File: src/rtl/bnn_load_sequencer.sv
// Byte-stream image loader and settle/capture sequencer for the binarized OCR core.
// Define BNN_SEQ_PERF_CNT_EN to build the completed-inference counter behind infer_count.
module bnn_load_sequencer #(
    parameter int IMG_BITS      = 904,
    parameter int SETTLE_CYCLES = 16
) (
    input  logic                clk,
    input  logic                rst_n,
    input  logic [7:0]          rx_data,
    input  logic                rx_valid,
    output logic                rx_ready,
    input  logic                clear,
    output logic [IMG_BITS-1:0] img_out,
    input  logic [3:0]          bnn_result,
    output logic [3:0]          res_data,
    output logic                res_valid,
    input  logic                res_ready,
    output logic                busy,
    output logic [6:0]          byte_cnt,
    output logic [15:0]         infer_count
);

    localparam int         NBYTES      = IMG_BITS / 8;
    localparam logic [6:0] LAST_SLOT   = 7'(NBYTES - 1);
    localparam logic [7:0] SETTLE_LAST = 8'(SETTLE_CYCLES - 1);

    localparam logic [1:0] ST_LOAD   = 2'd0;
    localparam logic [1:0] ST_SETTLE = 2'd1;
    localparam logic [1:0] ST_RESULT = 2'd2;

    logic [1:0]          state;
    logic [7:0]          settle_cnt;
    logic [IMG_BITS-1:0] img_q;
    logic                rx_fire;
    logic                res_fire;

    assign rx_ready = (state == ST_LOAD) && !clear;
    assign rx_fire  = rx_valid && rx_ready;
    assign res_fire = res_valid && res_ready;
    assign busy     = (state != ST_LOAD);
    assign img_out  = img_q;

    always_ff @(posedge clk or negedge rst_n) begin
        if (!rst_n) begin
            state      <= ST_LOAD;
            byte_cnt   <= '0;
            settle_cnt <= '0;
            res_valid  <= 1'b0;
            res_data   <= '0;
        end else if (clear) begin
            state      <= ST_LOAD;
            byte_cnt   <= '0;
            settle_cnt <= '0;
            res_valid  <= 1'b0;
        end else begin
            case (state)
                ST_LOAD: begin
                    if (rx_fire) begin
                        byte_cnt <= byte_cnt + 7'd1;
                        if (byte_cnt == LAST_SLOT) begin
                            state      <= ST_SETTLE;
                            settle_cnt <= '0;
                        end
                    end
                end
                ST_SETTLE: begin
                    settle_cnt <= settle_cnt + 8'd1;
                    // Capture at the end of the window so the core output has settled.
                    if (settle_cnt == SETTLE_LAST) begin
                        res_data  <= bnn_result;
                        res_valid <= 1'b1;
                        state     <= ST_RESULT;
                    end
                end
                ST_RESULT: begin
                    if (res_fire) begin
                        res_valid <= 1'b0;
                        byte_cnt  <= '0;
                        state     <= ST_LOAD;
                    end
                end
                default: state <= ST_LOAD;
            endcase
        end
    end

    // Each byte slot has its own write enable; rx_fire already excludes clear and non-LOAD states.
    always_ff @(posedge clk or negedge rst_n) begin
        if (!rst_n) begin
            img_q <= '0;
        end else begin
            for (int k = 0; k < NBYTES; k++) begin
                if (rx_fire && (byte_cnt == 7'(k)))
                    img_q[8*k +: 8] <= rx_data;
            end
        end
    end

`ifdef BNN_SEQ_PERF_CNT_EN
    logic [15:0] perf_q;

    always_ff @(posedge clk or negedge rst_n) begin
        if (!rst_n)
            perf_q <= '0;
        else if (!clear && (state == ST_RESULT) && res_fire)
            perf_q <= perf_q + 16'd1;
    end

    assign infer_count = perf_q;
`else
    assign infer_count = '0;
`endif

endmodule

File: config.mk
export PLATFORM = sky130hd
export DESIGN_NAME = bnn_load_sequencer
export DESIGN_NICKNAME = d
export VERILOG_FILES = /design/src/rtl/bnn_load_sequencer.sv
export SDC_FILE = /design/constraint.sdc
export NUM_CORES = 1
export LEC_CHECK = 0
export CELL_PAD_IN_SITES_DETAIL_PLACEMENT = 0
export CELL_PAD_IN_SITES_GLOBAL_PLACEMENT = 1
export CORE_AREA = 3 3 366 368
export CTS_CLUSTER_DIAMETER = 30
export DETAILED_ROUTE_END_ITERATION = 10
export DIE_AREA = 0 0 369 371
export PLACE_DENSITY = 0.56
export SETUP_SLACK_MARGIN = 0.02
export SYNTH_ARGS = -nofsm -noshare
export SYNTH_HDL_FRONTEND = slang
export SYNTH_SLANG_ARGS = --single-unit
File: constraint.sdc
create_clock -name clk -period 2.7 [get_ports clk]
set_input_delay 0.54 -clock clk [delete_from_list [all_inputs] [get_ports clk]]
set_output_delay 0.54 -clock clk [all_outputs]
set_load 0.02 [all_outputs]
Floorplan with the power grid:
Bar = 100 um. Pins as bars on the die edge. Tap cells in grey.
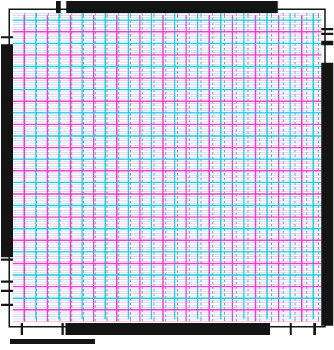
legend:
  VDD:
    colour: cyan
  VSS:
    colour: magenta
signal pins: 951
tap cells: 1755
met5 straps: 26
met4 straps: 26
met1 rails: 134

Placed cells, one colour a class:
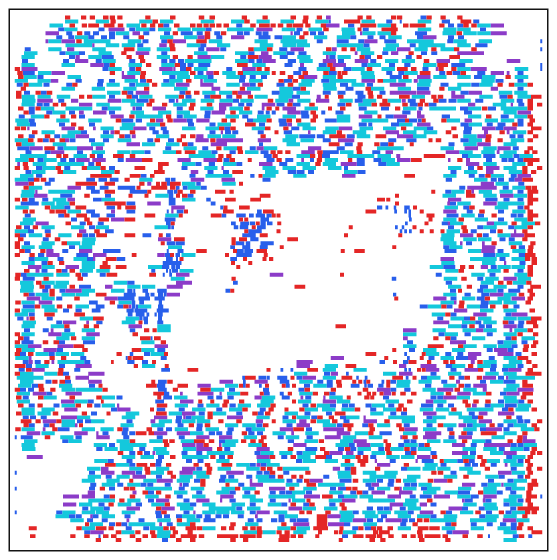
legend:
  sequential cells:
    colour: cyan
    cells: 926
    share_of_their_area: 41%
  remaining buffers and delay cells:
    colour: red
    cells: 1165
    share_of_their_area: 21%
  clock drivers and dummy loads:
    colour: purple
    cells: 442
    share_of_their_area: 15%
  remaining logic cells:
    colour: blue
    cells: 1169
    share_of_their_area: 23%

Clock wires, drivers and flops:
Bar = 100 um.
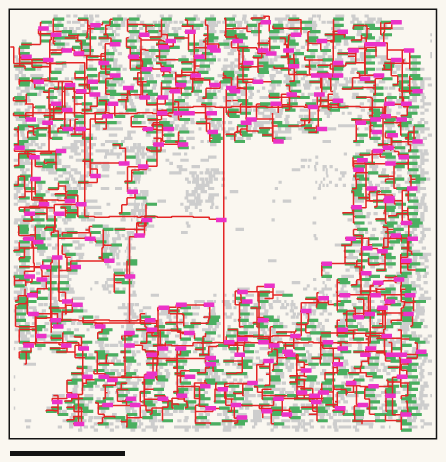
legend:
  clock wires:
    colour: red
    length: 14900 um
  flip-flops:
    colour: green
    count: 926
  clock-net drivers:
    colour: magenta
    count: 234
flops lie: all over the die

==> job_summary.md <==
### Flow metrics

| Metric | Value |
|---|---|
| Synth logic family | `multiplexers` |
| Worst Setup Path Type | `reg -> out` |
| Cell Rows | `133` |
| Synth Cell Area | `0.0367 mm^2` |
| Largest register FFs | `904` |
| Largest net degree at the start of global routing | `102` |
| Layout cells sized above 1 | `0.439` |
| Outcome | `finished, final reports clean` |
| Core Region | `0.131 mm^2` |
| Mux frac, synth | `0.290` |
| Logic area | `0.0128 mm^2` |
| Sequential power | `14600 uW` |
| Maximum capacitance violations | `0` |
| Die area | `0.137 mm^2` |
| Slew at the pin with the worst max-slew slack | `0.934 ns` |
| Total GRT Usage | `0.210` |
| Grt ovf | `0` |
| Late-Pin Clk Latency | `0.82 ns` |
| RePlAce Congestion | `0.800` |
| Die Ht | `371 um` |
| M1 wire length | `57800 um` |
| CTS tree | `yes` |
| Min cycle time layout | `2.59 ns` |
| Worst EP required | `2.16 ns` |
| Top-count cell post-synth | `dfrtp_1` |
| Final Power | `46600 uW` |
Power is estimated from default activity; no workload was simulated.
